Figure 1. Congestion heat map.
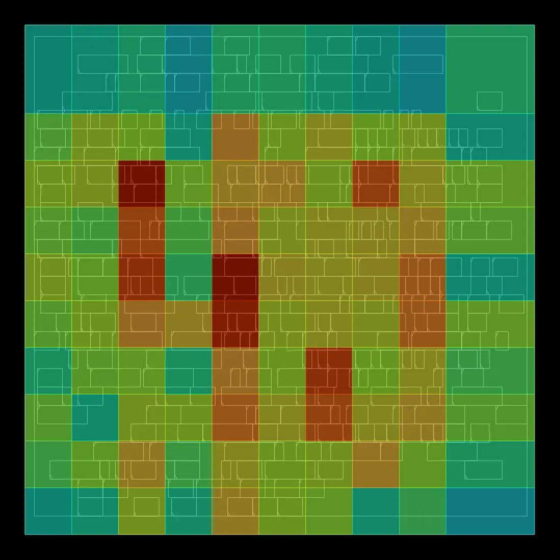
Figure 2. Logic cells by family.
(4 px per um)
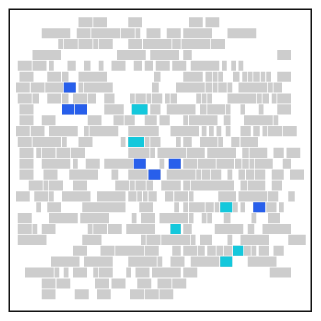
Figure 3. Register map, names as in the netlist.
(6 px per um) Other sequential cells in the stronger grey, the rest of the logic in the fainter grey.
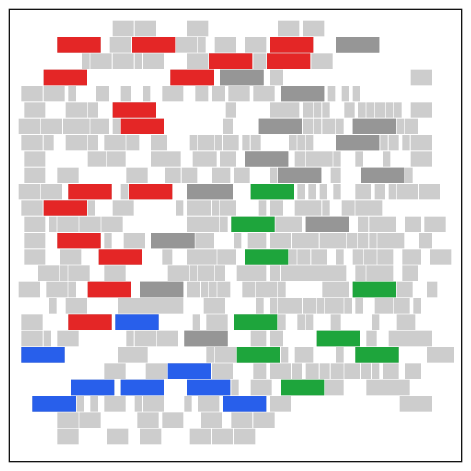
Figure 4. A small window of the routed layout.
Window x 44 to 69, y 44 to 69 um. Cells in grey, sequential cells in the stronger grey; small squares are vias.
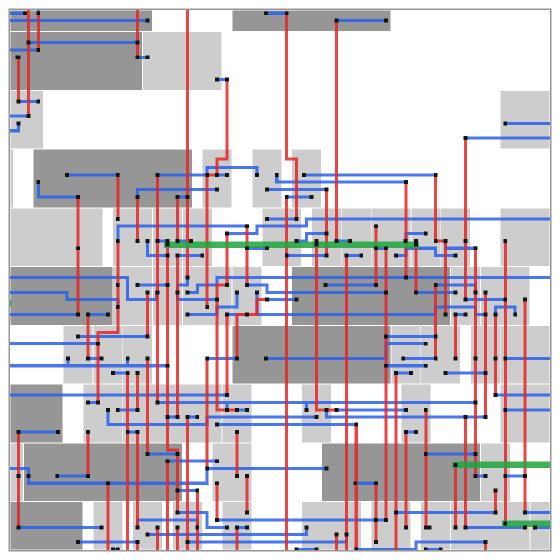
Figure 5. M1 wires.
(4 px per um)
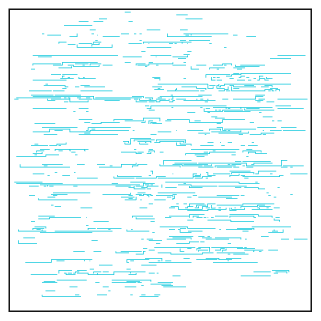
**config.mk**
```make
export PLATFORM = sky130hd
export DESIGN_NAME = usb_dfu_page_writer_flat
export DESIGN_NICKNAME = d
export VERILOG_FILES = /design/src/rtl/usb_dfu_page_writer_if.sv /design/src/rtl/usb_dfu_page_writer.sv /design/src/flat_wrapper.sv
export SDC_FILE = /design/constraint.sdc
export NUM_CORES = 1
export LEC_CHECK = 0
export CORE_MARGIN = 1
export CORE_UTILIZATION = 40
export CTS_CLUSTER_DIAMETER = 60
export CTS_CLUSTER_SIZE = 8
export DETAILED_ROUTE_END_ITERATION = 10
export HOLD_SLACK_MARGIN = 0.06
export PLACE_DENSITY = 0.73
export SKIP_CTS_REPAIR_TIMING = 1
export SYNTH_ARGS = -nofsm -noshare
export SYNTH_HDL_FRONTEND = slang
export SYNTH_SLANG_ARGS = --single-unit
```
**constraint.sdc**
```tcl
create_clock -name clk -period 2.6 [get_ports clk]
set_clock_uncertainty 0.1 [all_clocks]
set_input_delay 0.52 -clock clk [delete_from_list [all_inputs] [get_ports clk]]
set_output_delay 0.52 -clock clk [all_outputs]
set_load 0.02 [all_outputs]
```
**src/rtl/usb_dfu_page_writer_if.sv**
```systemverilog
// Bus bundle between the DFU download sequencer, the OUT-data FIFO and the SPI flash bridge.
// master: the page writer itself; slave: the surrounding request handler, FIFO and bridge.
interface usb_dfu_page_writer_if #(
   parameter int unsigned PAGE_SIZE = 256
);
   localparam int unsigned PAGE_BITS = $clog2(PAGE_SIZE);

   logic                 dl_start;
   logic [15:0]          dl_block;
   logic [PAGE_BITS:0]   dl_length;
   logic                 out_data_avail;
   logic                 out_data_get;
   logic [7:0]           out_data;
   logic [15:0]          flash_address;
   logic                 flash_wr_request;
   logic                 flash_wr_busy;
   logic                 flash_wr_data_avail;
   logic                 flash_wr_data_get;
   logic [7:0]           flash_wr_data;
   logic                 busy;
   logic                 done;
   logic                 error;

   modport master (
      input  dl_start, dl_block, dl_length,
      input  out_data_avail, out_data,
      input  flash_wr_busy, flash_wr_data_get,
      output out_data_get, flash_address, flash_wr_request,
      output flash_wr_data_avail, flash_wr_data,
      output busy, done, error
   );

   modport slave (
      output dl_start, dl_block, dl_length,
      output out_data_avail, out_data,
      output flash_wr_busy, flash_wr_data_get,
      input  out_data_get, flash_address, flash_wr_request,
      input  flash_wr_data_avail, flash_wr_data,
      input  busy, done, error
   );
endinterface

```
**src/rtl/usb_dfu_page_writer.sv**
```systemverilog
// DFU download page writer: maps one DFU_DNLOAD block onto a flash page of the bitstream
// partition, streams its bytes from the OUT FIFO into the SPI flash bridge and waits for the
// program cycle to end. Define USB_DFU_PAGE_WRITER_TIMEOUT_EN to add a program watchdog.
module usb_dfu_page_writer #(
   parameter int unsigned PAGE_SIZE  = 256,
   parameter logic [15:0] BASE_PAGE  = 16'h0280,
   parameter logic [15:0] PAGE_COUNT = 16'h0580
`ifdef USB_DFU_PAGE_WRITER_TIMEOUT_EN
   ,
   parameter logic [23:0] TIMEOUT_CYCLES = 24'd4800000
`endif
) (
   input logic                   clk,
   input logic                   reset,
   usb_dfu_page_writer_if.master bus
);
   localparam int unsigned PAGE_BITS = $clog2(PAGE_SIZE);
   localparam int unsigned LEN_W     = PAGE_BITS + 1;
   localparam logic [LEN_W-1:0] PAGE_SIZE_LEN = LEN_W'(PAGE_SIZE);

   typedef enum logic [2:0] {IDLE, START, STREAM, DRAIN, DONE} state_t;

   state_t           state;
   state_t           state_next;
   logic [LEN_W-1:0] length;
   logic [LEN_W-1:0] count;
   logic             accept_c;
   logic             valid_c;
   logic             more_c;
   logic             active_c;
   logic             xfer_c;
   logic             timeout_c;

   // Request decode and byte-transfer qualifiers
   always_comb begin
      accept_c = (state == IDLE) && bus.dl_start;
      valid_c  = (bus.dl_block < PAGE_COUNT) && (bus.dl_length <= PAGE_SIZE_LEN);
      more_c   = (count < length);
      active_c = (state == START) || (state == STREAM);
      xfer_c   = active_c && bus.flash_wr_data_get && more_c;
   end

   // State register
   always_ff @(posedge clk) begin
      if (reset) state <= IDLE;
      else       state <= state_next;
   end

   // Next-state logic
   always_comb begin
      state_next = state;
      unique case (state)
         IDLE:    if (accept_c && valid_c && (bus.dl_length != '0)) state_next = START;
         START:   if (bus.flash_wr_busy) state_next = STREAM;
         STREAM:  if (!more_c) state_next = DRAIN;
         DRAIN:   if (!bus.flash_wr_busy) state_next = DONE;
         DONE:    state_next = IDLE;
         default: state_next = IDLE;
      endcase
      if (timeout_c) state_next = IDLE;
   end

   // Combinational handshake outputs; the bridge may take bytes as soon as request is high
   always_comb begin
      bus.flash_wr_request    = 1'b0;
      bus.flash_wr_data_avail = 1'b0;
      bus.out_data_get        = 1'b0;
      bus.busy                = (state != IDLE);
      if (active_c) begin
         bus.flash_wr_request    = 1'b1;
         bus.flash_wr_data_avail = bus.out_data_avail && more_c;
         bus.out_data_get        = bus.flash_wr_data_get;
      end
   end

   // Block registers, byte counter, registered write data and status pulses
   always_ff @(posedge clk) begin
      if (reset) begin
         length            <= '0;
         count             <= '0;
         bus.flash_address <= '0;
         bus.flash_wr_data <= '0;
         bus.done          <= 1'b0;
         bus.error         <= 1'b0;
      end else begin
         bus.done  <= (state == DONE) || (accept_c && valid_c && (bus.dl_length == '0));
         bus.error <= (accept_c && !valid_c) || timeout_c;
         if (accept_c) begin
            length <= bus.dl_length;
            count  <= '0;
            if (valid_c) bus.flash_address <= BASE_PAGE + bus.dl_block;
         end else if (xfer_c) begin
            bus.flash_wr_data <= bus.out_data;
            count             <= count + LEN_W'(1);
         end
      end
   end

`ifdef USB_DFU_PAGE_WRITER_TIMEOUT_EN
   logic [23:0] timer;
   logic        waiting_c;

   // Watchdog qualifiers: runs while a flash write is outstanding
   always_comb begin
      waiting_c = active_c || (state == DRAIN);
      timeout_c = waiting_c && (timer == (TIMEOUT_CYCLES - 24'd1));
   end

   // Watchdog counter, restarted on every state entry and every byte moved
   always_ff @(posedge clk) begin
      if (reset) timer <= '0;
      else if (!waiting_c || xfer_c || (state_next != state)) timer <= '0;
      else timer <= timer + 24'd1;
   end
`else
   assign timeout_c = 1'b0;
`endif

endmodule
```
**src/flat_wrapper.sv**
```systemverilog
// flat-port wrapper written by rule: the top's interface ports become plain ports
module usb_dfu_page_writer_flat 
#(
   parameter int unsigned PAGE_SIZE  = 256,
   parameter logic [15:0] BASE_PAGE  = 16'h0280,
   parameter logic [15:0] PAGE_COUNT = 16'h0580

)
  (clk, reset, bus_dl_start, bus_dl_block, bus_dl_length, bus_out_data_avail, bus_out_data, bus_flash_wr_busy, bus_flash_wr_data_get, bus_out_data_get, bus_flash_address, bus_flash_wr_request, bus_flash_wr_data_avail, bus_flash_wr_data, bus_busy, bus_done, bus_error);
  usb_dfu_page_writer_if #(.PAGE_SIZE(PAGE_SIZE)) bus_i ();
  input logic clk;
  input logic reset;
  input wire logic [$bits(bus_i.dl_start)-1:0] bus_dl_start;
  input wire logic [$bits(bus_i.dl_block)-1:0] bus_dl_block;
  input wire logic [$bits(bus_i.dl_length)-1:0] bus_dl_length;
  input wire logic [$bits(bus_i.out_data_avail)-1:0] bus_out_data_avail;
  input wire logic [$bits(bus_i.out_data)-1:0] bus_out_data;
  input wire logic [$bits(bus_i.flash_wr_busy)-1:0] bus_flash_wr_busy;
  input wire logic [$bits(bus_i.flash_wr_data_get)-1:0] bus_flash_wr_data_get;
  output wire logic [$bits(bus_i.out_data_get)-1:0] bus_out_data_get;
  output wire logic [$bits(bus_i.flash_address)-1:0] bus_flash_address;
  output wire logic [$bits(bus_i.flash_wr_request)-1:0] bus_flash_wr_request;
  output wire logic [$bits(bus_i.flash_wr_data_avail)-1:0] bus_flash_wr_data_avail;
  output wire logic [$bits(bus_i.flash_wr_data)-1:0] bus_flash_wr_data;
  output wire logic [$bits(bus_i.busy)-1:0] bus_busy;
  output wire logic [$bits(bus_i.done)-1:0] bus_done;
  output wire logic [$bits(bus_i.error)-1:0] bus_error;
  assign bus_i.dl_start = bus_dl_start;
  assign bus_i.dl_block = bus_dl_block;
  assign bus_i.dl_length = bus_dl_length;
  assign bus_i.out_data_avail = bus_out_data_avail;
  assign bus_i.out_data = bus_out_data;
  assign bus_i.flash_wr_busy = bus_flash_wr_busy;
  assign bus_i.flash_wr_data_get = bus_flash_wr_data_get;
  assign bus_out_data_get = bus_i.out_data_get;
  assign bus_flash_address = bus_i.flash_address;
  assign bus_flash_wr_request = bus_i.flash_wr_request;
  assign bus_flash_wr_data_avail = bus_i.flash_wr_data_avail;
  assign bus_flash_wr_data = bus_i.flash_wr_data;
  assign bus_busy = bus_i.busy;
  assign bus_done = bus_i.done;
  assign bus_error = bus_i.error;
  usb_dfu_page_writer #(.PAGE_SIZE(PAGE_SIZE), .BASE_PAGE(BASE_PAGE), .PAGE_COUNT(PAGE_COUNT)) u_core (.clk(clk), .reset(reset), .bus(bus_i));
endmodule
```
==> flow_metrics.tcl <==
# yosys + openroad results
set metrics [dict create \
    met2_wirelength_um 2401 \
    first_global_vias 1818 \
    antenna_found_initial 0 \
    numPortBuffers 68 \
    layout-drive-gt1-share 0.1022 \
    routed_wl_um 4901 \
    die_area_sq_mm 0.005648 \
    path_buffers 2 \
    reg2reg_to "u_core.count[7]" \
    initial_core_util 0.4165 \
    comb_share 0.3506 \
    async_flop_share 0 \
    grt_use_met1 0.2240 \
    row_count 26 \
    reg.largest.list "u_core.bus.flash_address: 16 flops, u_core.count: 9 flops, u_core.length: 9 flops" \
    fin_ws_ns 0.1385 \
    vdd_ir_drop_max_mv 0.3306 \
    nFillCells 479 \
    ys_sh_aoi 0.1192 \
    p_seq_mw 0.734 \
    path_clk_slew_ns 0.09 \
    fp_nets 290 \
    drcViolationCount 0 \
    cp.arrival_ns 1.84 \
    r2r_cells 8 \
    min_period_ns 2.462 \
    dp.cells 385 \
    htree_num_levels 2 \
    gp_congestion 0.8053 \
    top_area_cell "dfxtp_1" \
    seq_share 0.3004 \
    slowest_stage "dfxtp_1" \
    synth.cellmix.adderShare 0.05845 \
    p_per_area_mw_per_mm2 486.6 \
    p_sw_frac 0.2109 \
    startpoint_type "flop" \
    grt_overflow 0 \
    status "complete, no violations" \
    slew_violations 0 \
    worstPathRequired_ns 1.98 \
    ys_sh_simple 0.1958 \
    cp.depth 7 \
    diodes 0 \
    p_int_mw 1.204 \
]
Notes on Figure 1 above:
DR WL/cell: 12.47 um
GRT Util Overall: 0.1869
met3 usage: 0.04953

Notes on Figure 2 above:
| colour | family | cells |
|---|---|---|
| blue | xor and xnor cells | 7 |
| cyan | non-inverting ao/oa cells | 6 |

Notes on Figure 3 above:
| colour | signal | sequential cells |
|---|---|---|
| red | u_core.bus.flash_address | 16 |
| blue | u_core.bus.flash_wr_data | 8 |
| green | u_core.count | 9 |
not coloured: 14

Notes on Figure 4 above:
| colour | layer |
|---|---|
| red | M2 |
| green | M3 |
| blue | M1 |
netlist names of flops here include: u_core.length (6), u_core.bus.flash_address (1)
sequential cells in the window: 7
most frequent: nand2_1 (19), a21oi_1 (8)
cells with their middle in the window: 53

Notes on Figure 5 above:
main direction: horizontal
longest straight run: 24.8 um
wire length on this layer: 2190 um
nets with wire on the layer: 326

